<file path="config.mk">
export PLATFORM = sky130hd
export DESIGN_NAME = slice_mac
export DESIGN_NICKNAME = d
export VERILOG_FILES = /design/src/rtl/slice_mac.sv
export SDC_FILE = /design/constraint.sdc
export NUM_CORES = 1
export LEC_CHECK = 0
export ABC_AREA = 1
export CAP_MARGIN = 20
export CORE_MARGIN = 4
export CORE_UTILIZATION = 34
export DETAILED_ROUTE_END_ITERATION = 8
export PLACE_DENSITY = 0.61
export SLEW_MARGIN = 20
export SYNTH_ARGS = -nofsm -noshare
export SYNTH_HDL_FRONTEND = slang
export SYNTH_SLANG_ARGS = --single-unit
</file>
<file path="constraint.sdc">
create_clock -name clk -period 5.98 [get_ports clk]
set_input_delay 1.196 -clock clk [delete_from_list [all_inputs] [get_ports clk]]
set_output_delay 1.196 -clock clk [all_outputs]
set_load 0.005 [all_outputs]
</file>
<file path="src/rtl/slice_mac.sv">
// slice_mac: dot product of one buffer_slice window with a coefficient vector.
// One element per cycle through a registered multiplier.
`ifndef DWIDTH_DAT
`define DWIDTH_DAT 8
`endif
`ifndef DWIDTH_SLICE
`define DWIDTH_SLICE 3
`endif

module slice_mac #(
    parameter int DW = `DWIDTH_DAT,
    parameter int CW = `DWIDTH_DAT,
    parameter int N  = `DWIDTH_SLICE,
    parameter int AW = DW + CW + $clog2(N)
) (
    input  logic                 clk,
    input  logic                 rst,
    input  logic                 start,
    output logic                 start_ready,
    input  logic [DW*N-1:0]      din,
    input  logic [CW*N-1:0]      coef,
    output logic                 res_valid,
    input  logic                 res_ready,
    output logic signed [AW-1:0] res_data
);
    localparam int PW = DW + CW;
    localparam int IW = (N > 1) ? $clog2(N) : 1;
    localparam logic [IW-1:0] LAST = IW'(N - 1);

    typedef enum logic [1:0] {
        IDLE,
        MUL,
        DRAIN,
        HOLD
    } state_t;

    state_t state, state_d;

    logic        [DW-1:0] d_q [N];
    logic signed [CW-1:0] c_q [N];
    logic [IW-1:0]        idx;
    logic signed [PW-1:0] prod;
    logic                 prod_vld;
    logic signed [AW-1:0] acc;

    logic signed [PW:0]   op_d;
    logic signed [PW:0]   op_c;
    logic signed [PW:0]   mul;
    logic signed [AW-1:0] prod_ext;

    // data is unsigned, so it enters the signed multiply zero-extended
    assign op_d = {{(CW + 1){1'b0}}, d_q[idx]};
    assign op_c = {{(DW + 1){c_q[idx][CW-1]}}, c_q[idx]};
    assign mul  = op_d * op_c;
    assign prod_ext = AW'(prod);

    always_comb begin
        state_d = state;
        case (state)
            IDLE:    if (start) state_d = MUL;
            MUL:     if (idx == LAST) state_d = DRAIN;
            DRAIN:   state_d = HOLD;
            HOLD:    if (res_ready) state_d = IDLE;
            default: state_d = IDLE;
        endcase
    end

    always_ff @(posedge clk) begin
        if (rst) begin
            state    <= IDLE;
            idx      <= '0;
            acc      <= '0;
            prod     <= '0;
            prod_vld <= 1'b0;
        end else begin
            state <= state_d;
            case (state)
                IDLE: begin
                    if (start) begin
                        for (int k = 0; k < N; k++) begin
                            d_q[k] <= din[DW*k +: DW];
                            c_q[k] <= coef[CW*k +: CW];
                        end
                        idx      <= '0;
                        acc      <= '0;
                        prod_vld <= 1'b0;
                    end
                end
                MUL: begin
                    prod     <= mul[PW-1:0];
                    prod_vld <= 1'b1;
                    if (prod_vld) acc <= acc + prod_ext;
                    if (idx != LAST) idx <= idx + IW'(1);
                end
                DRAIN: begin
                    acc      <= acc + prod_ext;
                    prod_vld <= 1'b0;
                end
                default: ;
            endcase
        end
    end

    assign start_ready = (state == IDLE);
    assign res_valid   = (state == HOLD);
    assign res_data    = acc;

endmodule

</file>
**Run 1: drive-strength map**

(3 px per um)
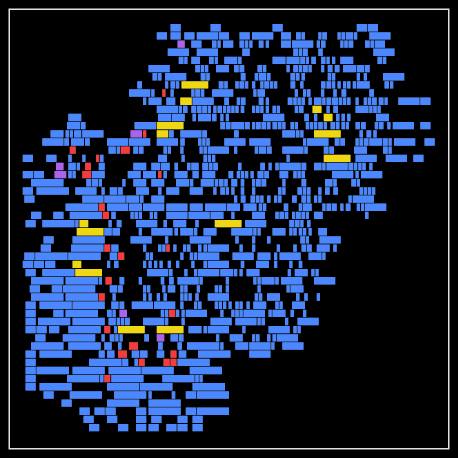
- drive 3 to 4: purple (cells 6; share 0.70%)
- drive 1 or less: blue (cells 818; share 95%)
- drive 2: red (cells 24; share 2.8%)
- drive 6 and up: yellow (cells 15; share 1.7%)
final worst slack: 0.742 ns
area grow syn2layout: 19.3%

**Run 1: pin map**

(3 px per um) Pins as bars across the die edge, other pins in gray.
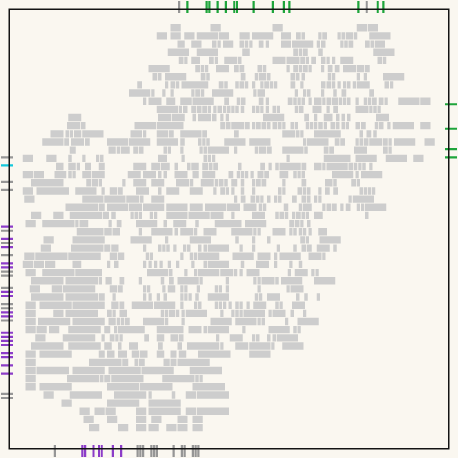
- res_valid: cyan (pins 1; direction output; edge west)
- coef: purple (pins 24; direction input; edge 17 west, 7 south)
- res_data: green (pins 18; direction output; edge 14 north, 4 east)
- all pins by edge: 32 west, 20 south, 16 north, 4 east
I/O Buffers: 71
Die Y: 146 um
Die W: 146 um

**Run 1: I/O nets highlighted**

(2 px per um)
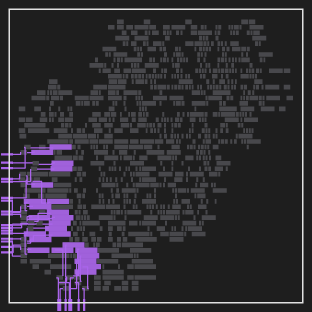
- coef: purple (bits 24; direction input; edge 17 west, 7 south; end cells 24; buffers 24; wire 504 um)
I/O pin count: 72

==> flow_summary.toml, run 1 <==
# flow metrics
[clocking]
clkLatencyLatePin_ns = 0.36
postCtsSetupBuffers = 0
cts_num_sinks = 89
cts_tree = "yes"
cts_inserted_buffers = 9
cts_root_buffer = "clkbuf_16"
cts_buffer_depth = 2
htree_levels = 3

[sta]
finalCritPeriodShare_pct = 87.6
final-hold-violation-count = 0
setup-violations-final = 0
slew_headroom_pct = 39.9
fin_skew_ns = 0.0124
rsz0062_at_grt = "false"
max_slew.worst_pin.slew_ns = 0.902

[layout]
insertedDiodeCount = 0
stdcell_area_sq_um = 7720
drive_above_1_share_pct = 5.21

[placement]
post-place-ws_ns = 0.646
gp_congestion = 0.914
hpwl_um = 11900
placed_cell_area_sq_um = 7430

[setup_path]
cp_slowest_cell = "dfxtp_1"
crit_required_ns = 6.23
r2r_slack_ns = 0.74
end_kind = "flop"
crit_family = "adder cells"
critical_path_class = "flop to flop"
worst_path_most_repeated_cell = "nand2_1"
crit_path_start_kind = "flop"
crit_buf_inv = 6
path_cells = "inv_2 -> o211ai_1 -> o21ai_0 -> inv_1 -> nand2_1 -> fa_1 -> fa_1 -> inv_1 -> fa_1 -> inv_1 -> fa_1 -> inv_1 -> ha_1 -> a21oi_1 -> nand2_1 -> nand2_1 -> nand2_1 -> nand2_1 -> a21oi_1 -> nor2_1 -> nand2_1 -> nand2_1 -> inv_1"
arrival_ns = 5.49

[logic_synthesis]
yosys_warnings = 0
xor_area_share_pct = 1.08
common_cells = "nand2_1, inv_1, nor2_1"
ys_ff = 89
postSynthSeqShare_pct = 34.9
simple_gate_share_pct = 20.2
syn_inst = 788
mux_share_pct = 0
ys_sh_aoi_pct = 10.8
async_flop_share_pct = 0
yosysUniqueCellTypes = 32
topCellsByArea = "edfxtp_1, dfxtp_1, ha_1"
top_area_cell = "edfxtp_1"
yosysMostFrequentCell = "nand2_1"
edf_count = 48
synthFlopType = "edfxtp_1"
ys_sh_adder_pct = 23.7
top_cell_area_share_pct = 22.3
yosys_area_sq_um = 6470
logic_family = "adder cells"

[die]
dieArea_sq_um = 21300
rows = 50
fp.coreArea_sq_um = 18700
initCoreUtil_pct = 34.6

[job]
warnings = 29
max_cap_violations = 0

[drt]
drt_wl_total_um = 14600
vias = 5231
firstDrtPassIters = 7
via_per_inst = 4.77
drt_iter0_markers = 381

[status]
run_status = "complete, no violations"

[hold_path]
hp-class = "flop to flop"
hold_path_depth = 2
hold_start = "idx[1]"

[global_route]
grt_usage_pct = 14.2
antenna_found_initial = 0
grt_pass1_wl_um = 24800
==> run 1: cells in the final DEF, fill, tap and decap left out, types with 5 or more instances in the layout <==
master and count:
clkbuf_16 9, o21ai_0 43, dfxtp_1 41, nor3_1 7
nor2_1 98, edfxtp_1 48, ha_1 62, inv_2 5
o211ai_1 19, nand2_1 146, or2_2 13, inv_1 134
xor2_1 5, clkdlybuf4s50_1 71, nand3b_1 6, nand3_1 32
a21oi_1 51, fa_1 38
==> run 1: per-layer routing <==
| metal | vias to the layer above | global-route usage [%] | wire length, um |
|---|---|---|---|
| li1 | 2688 | - | - |
| met1 | 2381 | 19.9 | 7080 |
| met2 | 152 | 22.4 | 6650 |
| met3 | 10 | 2.96 | 765 |
| met4 | 0 | 3.53 | 150 |
| met5 | - | 0 | 0 |
==> run 1: how the worst max path moves through the flow <==
| stage | startpoint | endpoint | slack, ns |
|---|---|---|---|
| 6_report | flop | prod[10] | 0.74 |
| 5_1_grt | flop | prod[14] | 0.28 |
| 4_1_cts | flop | prod[10] | 0.64 |
| 3_5_place_dp | flop | prod[10] | 0.65 |
| 3_3_place_gp | flop | prod[10] | 0.78 |
| 2_1_floorplan | flop | prod[12] | 1.40 |
==> run 1: cell type report <==
class / instances / area, sq um
Clock buffer: 9 / 225
Clock inverter: 7 / 65.1
Fill cell: 1846 / 11000
Inverter: 139 / 522
Multi-Input combinational cell: 545 / 3620
Sequential cell: 89 / 2260
Tap cell: 234 / 293
Timing Repair Buffer: 74 / 733
==> run 1: stage by stage <==
step,std cells,utilization (%)
2_1_floorplan,788,-
3_3_place_gp,1081,39.7
3_5_place_dp,1081,39.7
4_1_cts,1097,41.3
5_1_grt,1097,41.3
6_report,1097,41.3
==> run 2, diff against run 1 <==
Settings changed: HOLD_SLACK_MARGIN set to 0.02, PLACE_DENSITY 0.61 to 0.63.
Clock period 5.98 ns to 4.3 ns, I/O delays scaled along.
**Run 2: drive-strength map**

(3 px per um)
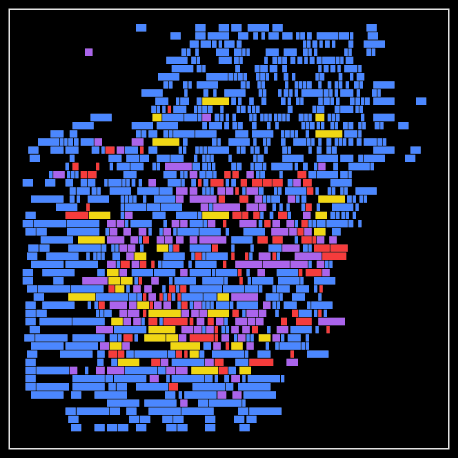
- drive 2: red (cells 93; share 9.7%)
- drive 6 and up: yellow (cells 34; share 3.5%)
- drive 3 to 4: purple (cells 122; share 13%)
- drive 1 or less: blue (cells 710; share 74%)
Non-CTS buffers: 170
design area: 9060 sq um
area grow syn2layout: 40.0%
final worst slack: -0.120 ns

**Run 2: placement view**

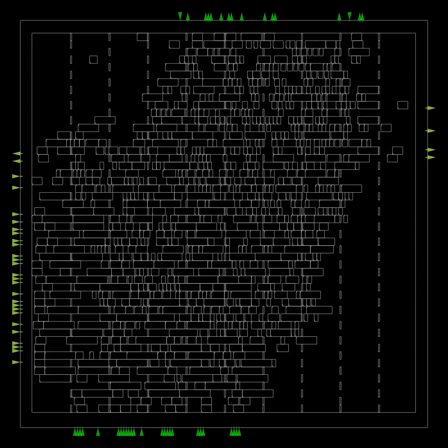
Post-Layout Cell Count: 1193
Flops: 89
core area: 18700 sq um

==> run 2 against run 1 <==
The flow now finishes with violations (negative setup slack). Die size unchanged. Via count up 9.6%. Final cell count is 8.8% higher. Critical path depth shrank 3. Critical endpoint is now prod[13]. Largest cell class unchanged.
==> flow_summary.toml, run 2 <==
# flow metrics
[placement]
numPortBuffers = 71
hpwl_um = 12400
placed_cell_area_sq_um = 7990
gp_congestion = 0.898

[logic_synthesis]
yosys_warnings = 0
xor_area_share_pct = 1.08
avgSynthCellArea_sq_um = 8.22
ys_sh_adder_pct = 23.7
async_flop_share_pct = 0
yosysMostFrequentCell = "nand2_1"
simple_gate_share_pct = 20.2
yosysUniqueCellTypes = 32
syn_inst = 788
synthFlopType = "edfxtp_1"
yosys_area_sq_um = 6470
topCellsByArea = "edfxtp_1, dfxtp_1, ha_1"
top_area_cell = "edfxtp_1"
ys_ff = 89
logic_family = "adder cells"
postSynthSeqShare_pct = 34.9
edf_count = 48
ys_sh_aoi_pct = 10.8
common_cells = "nand2_1, inv_1, nor2_1"
top_cell_area_share_pct = 22.3
mux_share_pct = 0

[sta]
rsz0062_at_grt = "true"
setup-violations-final = 8
max_slew.worst_pin.slew_ns = 0.953
slew_headroom_pct = 36.3
finalCritPeriodShare_pct = 103
final-hold-violation-count = 0
layout_setup_ws_ns = -0.120
fin_skew_ns = 0.0110
drv_slew = 0

[status]
violations = "negative setup slack"
run_status = "complete, but fails checks"

[global_route]
met1_usage_pct = 20.6
busiest_layer = "met2"
use_met3_pct = 3.08
grt_usage_pct = 16.0
grt_overflow = 0
grt_max_degree = 36
grt_pass1_wl_um = 27900
antenna_found_initial = 0
met2_usage_pct = 27.1

[clocking]
clkLatencyLatePin_ns = 0.36
cts_num_sinks = 89
htree_levels = 3
cts_tree = "yes"
cts_root_buffer = "clkbuf_16"
cts_buffer_depth = 2
cts_inserted_buffers = 9

[setup_path]
arrival_ns = 4.67
crit_path_start_kind = "flop"
critical_path_class = "flop to flop"
r2r_slack_ns = -0.12
crit_required_ns = 4.55
end_kind = "flop"

[layout]
nFillCells = 1703
insertedDiodeCount = 0
lay_top_cells = "nand2_1, inv_1, nor2_1"
flop_area_sq_um = 2270
drive_above_1_share_pct = 26.0
combGateArea_sq_um = 4100

[die]
dieArea_sq_um = 21300
die_x_um = 146
rows = 50
boundaryPins = 72
die_y_um = 146
initCoreUtil_pct = 34.6

[hold_path]
hp-class = "flop to flop"
hold_path_depth = 2

[drt]
met3_length_um = 716
drt_iter0_markers = 265
vias = 5732
via_per_inst = 4.80
firstDrtPassIters = 5
wl_met2_um = 8170
highest_layer = "met4"
wl_met1_um = 7530
drt_wl_total_um = 16800

[job]
warnings = 31
max_cap_violations = 0
**Run 2: logic cells by family**

(3 px per um)
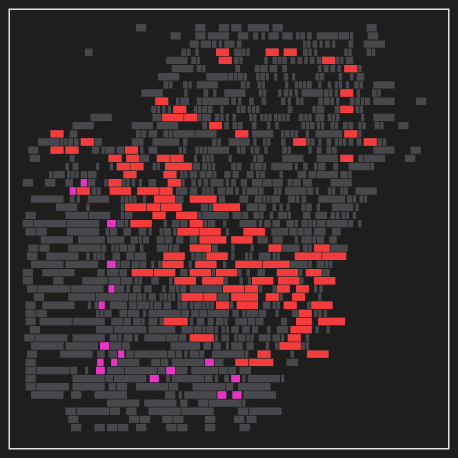
- adder and majority cells: red (cells 100)
- AND and OR gates: magenta (cells 17; where south-west)
Top cell excl fill/tap: nand2_1
combinational share of cell area: 45.2%

==> run 2: netlist changes by cell type in the layout (fill, tap and decap cells not counted), sizes merged <==
cell	before	now
buf	3	99
clkbuf	9	10
bufinv	0	1
inv	145	142
clkinv	0	1
==> run 2: worst paths after layout <==
kind               start  endpoint
setup / recovery    flop  prod[13]
hold / removal    idx[1]      flop
setup reg to reg    flop  prod[13]
hold reg to reg   idx[1]      flop
==> run 2: per-stage QoR <==
step / worst slack, ns / utilization [%] / instances / hold slack, ns
global placement: -0.348 / 42.7 / 1144 / 0.476
floorplan: 0.00186 / - / 788 / 0.453
global route: -0.317 / 48.5 / 1193 / 0.501
finish: -0.120 / 48.5 / 1193 / 0.482
detailed placement: -0.284 / 42.7 / 1144 / 0.475
CTS: -0.0668 / 47.1 / 1187 / 0.484
==> run 2: timing repair <==
item,CTS,global route
buffers inserted,26,6
gates cloned,1,0
gates resized,108,61
endpoints found under the setup margin,10,10
pin swaps,65,45
==> run 2: critical path, stage by stage, from the launching register on <==
cell	delay [ns]
dfxtp_4	0.39
buf_12	0.14
or2_4	0.21
o211ai_1	0.07
o21ai_1	0.13
inv_2	0.16
nor2_2	0.07
fa_1	0.56
fa_1	0.44
fa_1	0.53
inv_2	0.04
fa_1	0.55
inv_2	0.05
ha_4	0.30
nand2_4	0.09
o21ai_2	0.17
nand2_1	0.10
nand4_1	0.09
nand3_1	0.08
o211ai_1	0.09
inv_1	0.05
==> run 2: area by class of cell <==
class	count	area share [%]
clock buffers	10	2.53
clock inverters	6	0.801
inverters	139	5.81
multi-input cells	545	45.2
flip-flops and latches	89	25.0
well taps	234	3.23
repair buffers	170	17.4
